run_1/layer_met2.png
Drawn at 1.5 px/um. Cells faint in the background.
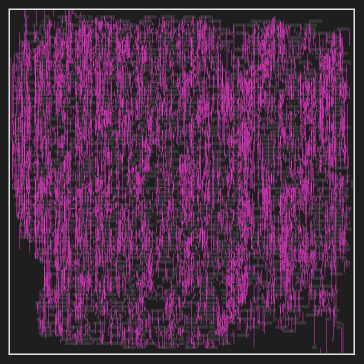
run_1/placement_by_type.png
Drawn at 1.5 px/um. Fill, decap, tap and diode cells in grey.
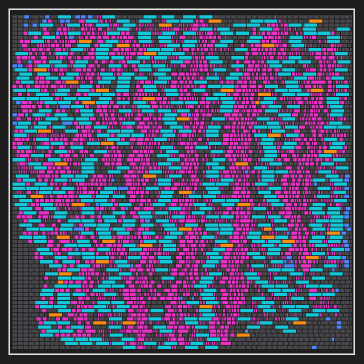
run_1/clocks.png
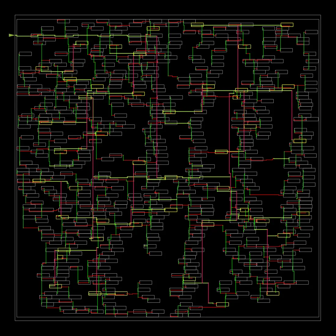
==> src/rtl/sym_fir_pipelined_if.sv <==
// Sample-stream handshake bundle for sym_fir_pipelined: input side (data/valid/ready)
// and output side (data/valid/ready). The filter takes the slave view.
interface sym_fir_pipelined_if #(
  parameter int unsigned IN_W  = 16,
  parameter int unsigned OUT_W = 16
);
  logic signed [IN_W-1:0]  data_in;
  logic                    valid_in;
  logic                    ready_in;
  logic signed [OUT_W-1:0] data_out;
  logic                    valid_out;
  logic                    ready_out;

  modport slave (
    input  data_in, valid_in, ready_out,
    output ready_in, data_out, valid_out
  );

  modport master (
    output data_in, valid_in, ready_out,
    input  ready_in, data_out, valid_out
  );
endinterface

==> src/rtl/sym_fir_pipelined.sv <==
// Fully pipelined symmetric FIR: pre-add, one multiplier per unique coefficient, registered
// adder tree, round/saturate. Define SYM_FIR_SAT_FLAG_EN to add sticky sat_flag/sat_clr.
module sym_fir_pipelined #(
  parameter int unsigned INPUT_WORD_SIZE  = 16,
  parameter int unsigned COEFF_WORD_SIZE  = 16,
  parameter int unsigned N_TAPS           = 11,
  parameter logic [((N_TAPS+1)/2)-1:0][COEFF_WORD_SIZE-1:0] COEFFS =
      {16'd6, 16'd5, 16'd4, 16'd3, 16'd2, 16'd1},
  parameter int unsigned OUTPUT_WORD_SIZE = 16,
  parameter int unsigned FRAC_SHIFT       = 0
) (
  input  logic clk,
  input  logic arst_n,
  input  logic flush,
`ifdef SYM_FIR_SAT_FLAG_EN
  input  logic sat_clr,
  output logic sat_flag,
`endif
  sym_fir_pipelined_if.slave bus
);

  localparam int unsigned M     = (N_TAPS + 1) / 2;
  localparam int unsigned NPAIR = N_TAPS / 2;
  localparam int unsigned L     = $clog2(M);
  localparam int unsigned PRE_W = INPUT_WORD_SIZE + 1;
  localparam int unsigned ACC_W = INPUT_WORD_SIZE + 1 + COEFF_WORD_SIZE + L + 1;
  localparam int unsigned DLY_N = (N_TAPS > 1) ? N_TAPS - 1 : 1;
  // pre, products, L tree levels, output register
  localparam int unsigned NSTG  = L + 3;

  localparam logic signed [ACC_W-1:0] OUT_MAX =
      {{(ACC_W-OUTPUT_WORD_SIZE+1){1'b0}}, {(OUTPUT_WORD_SIZE-1){1'b1}}};
  localparam logic signed [ACC_W-1:0] OUT_MIN =
      {{(ACC_W-OUTPUT_WORD_SIZE+1){1'b1}}, {(OUTPUT_WORD_SIZE-1){1'b0}}};
  localparam logic signed [OUTPUT_WORD_SIZE-1:0] OUT_MAX_O =
      {1'b0, {(OUTPUT_WORD_SIZE-1){1'b1}}};
  localparam logic signed [OUTPUT_WORD_SIZE-1:0] OUT_MIN_O =
      {1'b1, {(OUTPUT_WORD_SIZE-1){1'b0}}};

  // Number of live partial sums at a given tree level.
  function automatic int unsigned lvl_cnt(input int unsigned lvl);
    return (M + (1 << lvl) - 1) >> lvl;
  endfunction

  logic                               en;
  logic                               ready_in;
  logic                               accept;
  logic signed [INPUT_WORD_SIZE-1:0]  win   [N_TAPS];
  logic signed [INPUT_WORD_SIZE-1:0]  dly_q [DLY_N];
  logic signed [INPUT_WORD_SIZE-1:0]  dly_d [DLY_N];
  logic signed [PRE_W-1:0]            pre_q [M];
  logic signed [PRE_W-1:0]            pre_d [M];
  logic signed [ACC_W-1:0]            lvl_q [L+1][M];
  logic signed [ACC_W-1:0]            lvl_d [L+1][M];
  logic [NSTG-1:0]                    vld_q, vld_d;
  logic signed [OUTPUT_WORD_SIZE-1:0] dout_q, dout_d;
  logic signed [ACC_W-1:0]            shifted;
  logic                               clamp_hi, clamp_lo;
  logic signed [OUTPUT_WORD_SIZE-1:0] sat_val;

  assign en       = !vld_q[NSTG-1] || bus.ready_out;
  assign ready_in = en && !flush;
  assign accept   = bus.valid_in && ready_in;

  assign bus.ready_in  = ready_in;
  assign bus.valid_out = vld_q[NSTG-1];
  assign bus.data_out  = dout_q;

  always_comb begin
    win[0] = bus.data_in;
    for (int k = 1; k < int'(N_TAPS); k++) begin
      win[k] = dly_q[k-1];
    end
  end

  if (FRAC_SHIFT > 0) begin : g_round
    localparam logic signed [ACC_W-1:0] HALF = ACC_W'(1) << (FRAC_SHIFT - 1);
    assign shifted = (lvl_q[L][0] + HALF) >>> FRAC_SHIFT;
  end else begin : g_noround
    assign shifted = lvl_q[L][0];
  end

  always_comb begin
    clamp_hi = shifted > OUT_MAX;
    clamp_lo = shifted < OUT_MIN;
    if (clamp_hi) begin
      sat_val = OUT_MAX_O;
    end else if (clamp_lo) begin
      sat_val = OUT_MIN_O;
    end else begin
      sat_val = shifted[OUTPUT_WORD_SIZE-1:0];
    end
  end

  always_comb begin
    dly_d  = dly_q;
    pre_d  = pre_q;
    lvl_d  = lvl_q;
    vld_d  = vld_q;
    dout_d = dout_q;
    if (flush) begin
      for (int k = 0; k < int'(DLY_N); k++) begin
        dly_d[k] = '0;
      end
      vld_d  = '0;
      dout_d = '0;
    end else if (en) begin
      if (accept) begin
        dly_d[0] = bus.data_in;
        for (int k = 1; k < int'(DLY_N); k++) begin
          dly_d[k] = dly_q[k-1];
        end
      end
      for (int i = 0; i < int'(NPAIR); i++) begin
        pre_d[i] = PRE_W'(win[i]) + PRE_W'(win[N_TAPS-1-i]);
      end
      if (N_TAPS % 2 == 1) begin
        pre_d[M-1] = PRE_W'(win[M-1]);
      end
      for (int i = 0; i < int'(M); i++) begin
        lvl_d[0][i] = ACC_W'(pre_q[i]) * ACC_W'($signed(COEFFS[i]));
      end
      // Pair neighbours; an unpaired tail element is carried through a register.
      for (int l = 1; l <= int'(L); l++) begin
        for (int j = 0; j < int'(M); j++) begin
          if (2 * j + 1 < int'(lvl_cnt(l - 1))) begin
            lvl_d[l][j] = lvl_q[l-1][2*j] + lvl_q[l-1][2*j+1];
          end else if (2 * j < int'(lvl_cnt(l - 1))) begin
            lvl_d[l][j] = lvl_q[l-1][2*j];
          end else begin
            lvl_d[l][j] = '0;
          end
        end
      end
      vld_d = {vld_q[NSTG-2:0], accept};
      if (vld_q[NSTG-2]) begin
        dout_d = sat_val;
      end
    end
  end

  always_ff @(posedge clk or negedge arst_n) begin
    if (!arst_n) begin
      for (int k = 0; k < int'(DLY_N); k++) begin
        dly_q[k] <= '0;
      end
      for (int i = 0; i < int'(M); i++) begin
        pre_q[i] <= '0;
        for (int l = 0; l <= int'(L); l++) begin
          lvl_q[l][i] <= '0;
        end
      end
      vld_q  <= '0;
      dout_q <= '0;
    end else begin
      dly_q  <= dly_d;
      pre_q  <= pre_d;
      lvl_q  <= lvl_d;
      vld_q  <= vld_d;
      dout_q <= dout_d;
    end
  end

`ifdef SYM_FIR_SAT_FLAG_EN
  logic sat_flag_q, sat_flag_d;

  always_comb begin
    sat_flag_d = sat_flag_q;
    if (flush) begin
      sat_flag_d = 1'b0;
    end else begin
      if (sat_clr) begin
        sat_flag_d = 1'b0;
      end
      if (en && vld_q[NSTG-2] && (clamp_hi || clamp_lo)) begin
        sat_flag_d = 1'b1;
      end
    end
  end

  always_ff @(posedge clk or negedge arst_n) begin
    if (!arst_n) begin
      sat_flag_q <= 1'b0;
    end else begin
      sat_flag_q <= sat_flag_d;
    end
  end

  assign sat_flag = sat_flag_q;
`endif

endmodule

==> src/flat_wrapper.sv <==
// flat-port wrapper written by rule: the top's interface ports become plain ports
module sym_fir_pipelined_flat 
#(
  parameter int unsigned INPUT_WORD_SIZE  = 16,
  parameter int unsigned COEFF_WORD_SIZE  = 16,
  parameter int unsigned N_TAPS           = 11,
  parameter logic [((N_TAPS+1)/2)-1:0][COEFF_WORD_SIZE-1:0] COEFFS =
      {16'd6, 16'd5, 16'd4, 16'd3, 16'd2, 16'd1},
  parameter int unsigned OUTPUT_WORD_SIZE = 16,
  parameter int unsigned FRAC_SHIFT       = 0
)
  (clk, arst_n, flush, bus_data_in, bus_valid_in, bus_ready_out, bus_ready_in, bus_data_out, bus_valid_out);
  sym_fir_pipelined_if #(.IN_W(16), .OUT_W(16)) bus_i ();
  input  logic clk;
  input  logic arst_n;
  input  logic flush;
  input wire logic [$bits(bus_i.data_in)-1:0] bus_data_in;
  input wire logic [$bits(bus_i.valid_in)-1:0] bus_valid_in;
  input wire logic [$bits(bus_i.ready_out)-1:0] bus_ready_out;
  output wire logic [$bits(bus_i.ready_in)-1:0] bus_ready_in;
  output wire logic [$bits(bus_i.data_out)-1:0] bus_data_out;
  output wire logic [$bits(bus_i.valid_out)-1:0] bus_valid_out;
  assign bus_i.data_in = bus_data_in;
  assign bus_i.valid_in = bus_valid_in;
  assign bus_i.ready_out = bus_ready_out;
  assign bus_ready_in = bus_i.ready_in;
  assign bus_data_out = bus_i.data_out;
  assign bus_valid_out = bus_i.valid_out;
  sym_fir_pipelined #(.INPUT_WORD_SIZE(INPUT_WORD_SIZE), .COEFF_WORD_SIZE(COEFF_WORD_SIZE), .N_TAPS(N_TAPS), .COEFFS(COEFFS), .OUTPUT_WORD_SIZE(OUTPUT_WORD_SIZE), .FRAC_SHIFT(FRAC_SHIFT)) u_core (.clk(clk), .arst_n(arst_n), .flush(flush), .bus(bus_i));
endmodule
==> config.mk <==
export PLATFORM = sky130hd
export DESIGN_NAME = sym_fir_pipelined_flat
export DESIGN_NICKNAME = d
export VERILOG_FILES = /design/src/rtl/sym_fir_pipelined_if.sv /design/src/rtl/sym_fir_pipelined.sv /design/src/flat_wrapper.sv
export SDC_FILE = /design/constraint.sdc
export NUM_CORES = 1
export LEC_CHECK = 0
export CAP_MARGIN = 5
export CORE_UTILIZATION = 64
export CTS_CLUSTER_DIAMETER = 120
export CTS_CLUSTER_SIZE = 16
export DETAILED_ROUTE_END_ITERATION = 7
export PLACE_DENSITY = 0.81
export RECOVER_POWER = 100
export SETUP_SLACK_MARGIN = 0.4
export SLEW_MARGIN = 0
export SYNTH_ARGS = -nofsm -noshare
export SYNTH_HDL_FRONTEND = slang
export SYNTH_SLANG_ARGS = --single-unit
==> constraint.sdc <==
create_clock -name clk -period 4.2 [get_ports clk]
set_clock_uncertainty 0.2 [all_clocks]
set_input_delay 0.84 -clock clk [delete_from_list [all_inputs] [get_ports clk]]
set_output_delay 0.84 -clock clk [all_outputs]
set_load 0.05 [all_outputs]
==> flow_metrics.py, run 1 <==
# Synthesis and PnR figures
metrics = {
    "status": {
        "status": "finished, violations left",
        "violations": "capacitance limit, slew limit",
    },
    "pwr": {
        "p_clk_share_pct": 28.1,
        "maxPowerGroup": "registers",
        "pwr-share-seq_pct": 49.4,
        "p_int_mw": 9.387,
        "powerDensity_nw_per_um2": 389.8,
        "p_clk_mw": 3.84,
        "ir_drop_mv": 0.2941,
        "p_sw_share_pct": 31.24,
    },
    "finish": {
        "drive_gt1_share_pct": 2.682,
        "layout_top_cells": "nand2_1 (764), dfrtp_1 (598), o21ai_0 (328)",
        "buffers": 66,
        "dominant_cells": "combinational gates",
        "reg_top3": "u_core.lvl_q: 278 flops, u_core.dly_q: 160 flops, u_core.pre_q: 101 flops",
        "largest_reg_flops": 278,
        "fin_nets": 3761,
        "fillCellCount": 3891,
        "layout.cells.non_filler": 4102,
        "largest-register": "u_core.lvl_q",
        "final_cell_area_um2": 35030,
        "area_growth_syn_to_layout_pct": 6.194,
        "multiInputCombCellCount": 2651,
    },
    "drt": {
        "drt_iter0_drc": 1825,
        "wl_met2_um": 36210,
        "routed_via_density": 6.134,
        "ant_nets": 0,
        "wl_met1_um": 33140,
        "met3_length_um": 3054,
        "dr_total_vias": 25160,
        "top_layer_used": "met4",
    },
    "global_routing": {
        "grt_max_degree": 274,
        "groute.usage.overall_pct": 29.19,
        "use_met3_pct": 3.225,
        "use_met2_pct": 49.23,
        "grt-busiest-layer": "met2",
        "grt_pass1_vias": 25010,
    },
    "floorplanning": {
        "die_w_um": 229.0,
        "fp_util_pct": 65.35,
        "io_pins": 39,
        "die_y_um": 229.0,
        "chipArea_um2": 52450,
    },
    "critical_path": {
        "path_depth": 12,
        "crit_type": "flip-flop to flip-flop",
        "r2r_cells": 12,
        "r2r_start": "u_core.lvl_q[592]",
        "cp.required_ns": 4.42,
        "cpLargestDelayFamily": "AND-OR/OR-AND gates",
        "crit_chain": "ha_1, fa_1, a211oi_2, nor2_1, o41a_1, a211oi_1, o211ai_1, a221o_1, a211oi_2, o21ai_0, xnor2_1, o21ai_1",
        "cp-startpoint": "u_core.lvl_q[592]",
        "arrival_ns": 4.11,
        "start_kind": "flip-flop",
        "setup.worst_path.end": "u_core.lvl_q[437]",
        "critPathCaptureType": "flip-flop",
        "worst_r2r_endpoint": "u_core.lvl_q[437]",
    },
    "final_timing": {
        "holdWs_ns": 0.2667,
        "layout_setup_ws_ns": 0.3111,
        "fmax_ghz": 0.2571,
        "rsz0062_at_grt": "true",
        "slew_viol_final": 448,
        "slew-limit-headroom_pct": -27.60,
        "setup_viol": 0,
    },
    "cts": {
        "cts_hold_buf": 0,
        "cts_buffer_depth": 3,
        "cts_tree": "done",
        "cts_made_buffers": 43,
        "htreeDepth": 2,
        "cts_resized": 0,
        "clock-sinks": 598,
        "clkTransAtPathRegs_ns": 0.07,
    },
    "synth": {
        "ff_type": "dfrtp_1",
        "synth_nets": 3797,
        "most_common_cell": "nand2_1",
        "simple_gate_area_share_pct": 14.29,
        "async_flop_share_pct": 100.0,
        "xor_area_share_pct": 5.470,
        "top_logic_kind": "AND-OR/OR-AND gates",
        "ys_cells": 3464,
        "ys_seq_share_pct": 45.37,
        "yosys-top-cells-count": "nand2_1 (764), dfrtp_1 (598), o21ai_0 (326)",
        "yosysTopAreaCell": "dfrtp_1",
        "edf_count": 0,
        "yosysChipArea_um2": 32990,
        "syn_area_um2": 32990,
        "synth_cell_types": 70,
        "top_cell_area_share_pct": 45.37,
    },
    "worst_hold_path": {
        "hold_start": "u_core.lvl_q[567]",
        "hold_path.class": "flip-flop to flip-flop",
        "whs_path_depth": 2,
        "min_to": "u_core.lvl_q[382]",
    },
    "placement": {
        "routabilityCongestion": 0.9055,
        "dp_slack_ns": 0.01113,
        "dpl_cell_area_um2": 34020,
    },
    "job": {
        "maxCapViolCount": 3,
        "warnings": 36,
    },
}
About layer_met2.png:
longest straight run	59.2 um
wire length on this layer	36.2 mm
share of all routed wire	48%
nets with wire on the layer	3128

About placement_by_type.png:
colour	class	cells	share of their area
magenta	combinational and other logic	2719	51%
blue	other buffers and delay cells	66	1.8%
cyan	flops	598	44%
orange	clock drivers and dummy loads	47	3.3%
std cell rows: 82
flop share of the area: 42.72%
Core ar.: 50480 um^2
Final Util: 69.39%

About clocks.png:
Late-Pin Clk Latency: 0.60 ns
clkbuf count: 44
Seq cells: 598

run_1/clk_routes.png
Drawn at 2 px/um.
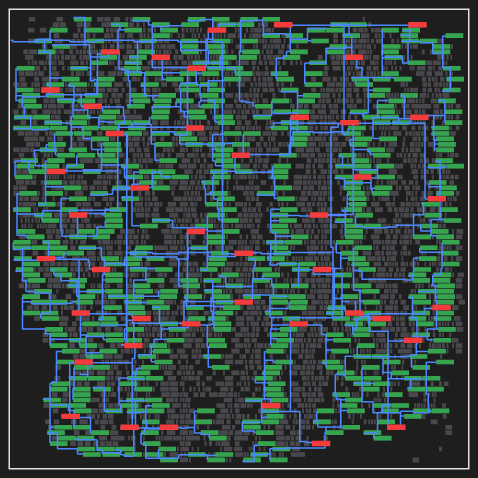

==> run 2: changes to the inputs <==
Settings changed: CORE_UTILIZATION 64 to 40, PLACE_DENSITY 0.81 to unset.
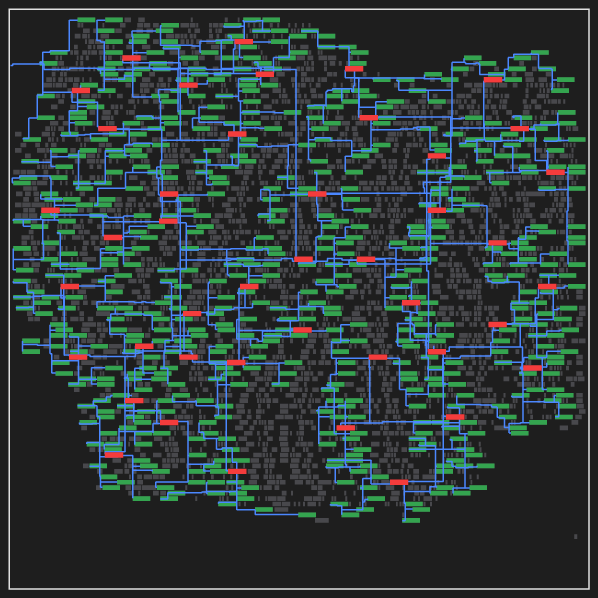
run_2/clk_routes.png
Drawn at 2 px/um.
[green] flip-flops | count: 598
[red] clock drivers | count: 43
[blue] clock wires | length: 7640 um
routed clock nets	44
Late-Pin Clk Latency: 0.59 ns
Clk pwr share: 28.4%

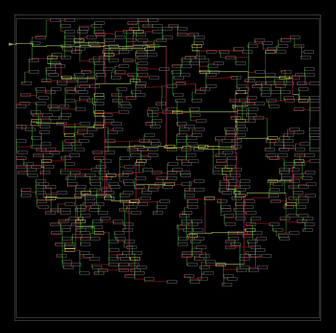
run_2/clocks.png
clk pwr: 3.89 mW
CTS Buf Count: 43
clock sinks: 598

==> run 2 against run 1 <==
- the run still ends with capacitance limit, slew limit left
- flip-flop count did not move
- combinational power barely moved
- count of clock-buffer cells in the layout did not move
- worst hold slack got worse by 0.013 ns
- critical path type is now input pin to output pin
- synthesized cell count did not move
- first-iteration DRC count fell by 24%
- via count fell by 5.8%
- area after synthesis did not move
- cell count rose by 9.7%
- largest cell class unchanged
- register-to-register slack improved by 0.12 ns
==> flow_metrics.py, run 2 <==
# Synthesis and PnR figures
metrics = {
    "synth": {
        "ff_type": "dfrtp_1",
        "yosysChipArea_um2": 32990,
        "adder_share_pct": 12.13,
        "synthCells": 3464,
        "ys_cells": 3464,
        "syn_area_um2": 32990,
        "top_logic_kind": "AND-OR/OR-AND gates",
        "xor_area_share_pct": 5.470,
        "yosysTopAreaCell": "dfrtp_1",
        "simple_gate_area_share_pct": 14.29,
        "edf_count": 0,
        "syn_area_per_cell_um2": 9.522,
        "ys_seq_share_pct": 45.37,
        "synth_cell_types": 70,
        "yosys_register_bits": 598,
        "top_cell_area_share_pct": 45.37,
        "async_flop_share_pct": 100.0,
        "synth_nets": 3797,
        "yosys-top-cells-count": "nand2_1 (764), dfrtp_1 (598), o21ai_0 (326)",
        "most_common_cell": "nand2_1",
    },
    "finish": {
        "fin_util_pct": 44.02,
        "drive_gt1_share_pct": 2.878,
        "final_cell_area_um2": 35690,
        "reg_top3": "u_core.lvl_q: 278 flops, u_core.dly_q: 160 flops, u_core.pre_q: 101 flops",
        "largest_reg_flops": 278,
        "antenna_cells": 0,
        "buffers": 76,
        "fillCellCount": 7957,
        "layout.cells.non_filler": 4500,
        "seqAreaFraction_pct": 41.93,
        "fin_nets": 3771,
        "ff_count": 598,
        "logic_area_um2": 17200,
        "sh_comb_area_pct": 48.19,
        "largest-register": "u_core.lvl_q",
        "clk_share_pct": 3.187,
        "area_growth_syn_to_layout_pct": 8.186,
        "inverters": 68,
        "clkbuf_count": 44,
        "dominant_cells": "combinational gates",
        "seqCellArea_um2": 14960,
        "multiInputCombCellCount": 2651,
        "buf_share_pct": 2.240,
        "layout_top_cells": "nand2_1 (764), dfrtp_1 (598), o21ai_0 (330)",
        "final_common_cell": "nand2_1",
    },
    "cts": {
        "cts_hold_buf": 0,
        "cts_setup_buffers": 0,
        "clkTransAtPathRegs_ns": 0.07,
        "cts_resized": 0,
        "htreeDepth": 2,
        "ctsRootBufferMaster": "clkbuf_16",
        "cts_tree": "done",
        "cts_buffer_depth": 3,
    },
    "critical_path": {
        "cp-startpoint": "bus_ready_out",
        "cpMostUsedCell": "nand2b_1",
        "setup.worst_path.end": "bus_ready_in",
        "path_depth": 5,
        "r2r_cells": 12,
        "r2r_start": "u_core.lvl_q[592]",
        "start_kind": "input pin",
        "cpLargestDelayFamily": "buffers and inverters",
        "worst_r2r_endpoint": "u_core.lvl_q[437]",
        "r2r_slack_ns": 0.43,
        "critPathMaxFanout": 9,
        "critPathCaptureType": "output pin",
        "critPathBufInv": 3,
        "max_stage_delay_ns": 0.54,
        "crit_chain": "dlygate4sd3_1, nand2b_1, nand2b_1, inv_6, dlymetal6s2s_1",
        "crit_type": "input pin to output pin",
        "arrival_ns": 2.83,
        "cp.required_ns": 3.16,
    },
    "drt": {
        "wl_um": 75610,
        "top_layer_used": "met4",
        "drcViolationCount": 0,
        "met3_length_um": 1989,
        "drt_iter0_drc": 1387,
        "dr_total_vias": 23710,
        "wl_met1_um": 39030,
        "routed_via_density": 5.269,
        "drt-pass1-iter-count": 5,
        "wl_met2_um": 33250,
        "ant_nets": 0,
    },
    "job": {
        "maxCapViolCount": 2,
        "warnings": 34,
    },
    "pwr": {
        "total_power_mw": 13.69,
        "maxPowerGroup": "registers",
        "p_int_mw": 9.401,
        "p_switching_mw": 4.291,
        "p_sw_share_pct": 31.34,
        "p_comb_mw": 3.07,
        "powerDensity_nw_per_um2": 383.7,
        "pwr-share-seq_pct": 49.2,
        "p_leak_nw": 18.08,
        "ir_drop_mv": 0.2315,
    },
    "floorplanning": {
        "rows": 104,
        "die_w_um": 289.2,
        "fp_util_pct": 40.69,
        "core_area_um2": 81070,
        "chipArea_um2": 83620,
        "io_pins": 39,
        "taps": 1060,
        "die_y_um": 289.2,
    },
    "placement": {
        "dpl_cell_area_um2": 34670,
        "routabilityCongestion": 0.8473,
        "dp.cells": 4453,
        "dp_slack_ns": 0.07280,
        "dp_hpwl_um": 55100,
    },
    "worst_hold_path": {
        "hold_start": "u_core.lvl_q[573]",
        "min_to": "u_core.lvl_q[388]",
        "hold_path.class": "flip-flop to flip-flop",
        "whs_path_depth": 2,
    },
    "final_timing": {
        "layout_setup_ws_ns": 0.3279,
        "finalSetupTns_ns": 0,
        "fmax_ghz": 0.2583,
        "min_period_ns": 3.872,
        "slew_viol_final": 233,
        "holdWs_ns": 0.2537,
        "slew-limit-headroom_pct": -82.03,
        "setup_viol": 0,
        "worst_pin_slew_ns": 2.730,
        "hold_viol_final": 0,
        "rsz0062_at_grt": "true",
    },
    "global_routing": {
        "grt_use_met1_pct": 27.35,
        "grt_max_degree": 195,
        "grt_pass1_wl_um": 124700,
        "grt_pass1_vias": 23020,
        "antenna_found_initial": 2,
        "use_met2_pct": 28.73,
        "use_met3_pct": 2.039,
        "grt-busiest-layer": "met2",
        "groute.usage.overall_pct": 18.39,
    },
    "status": {
        "status": "finished, violations left",
        "violations": "capacitance limit, slew limit",
    },
}
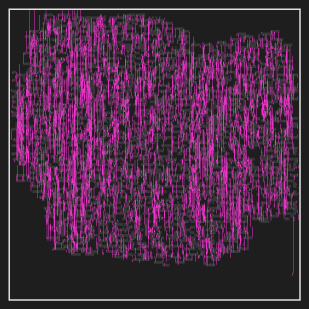
run_2/layer_met2.png
Drawn at 1 px/um. Cells faint in the background.
share of all routed wire	44%
longest straight run	66.1 um
main direction	vertical
nets with wire on the layer	2855
wire length on this layer	33.2 mm

Power figures rest on the tool's default switching activity, not on a simulated workload.
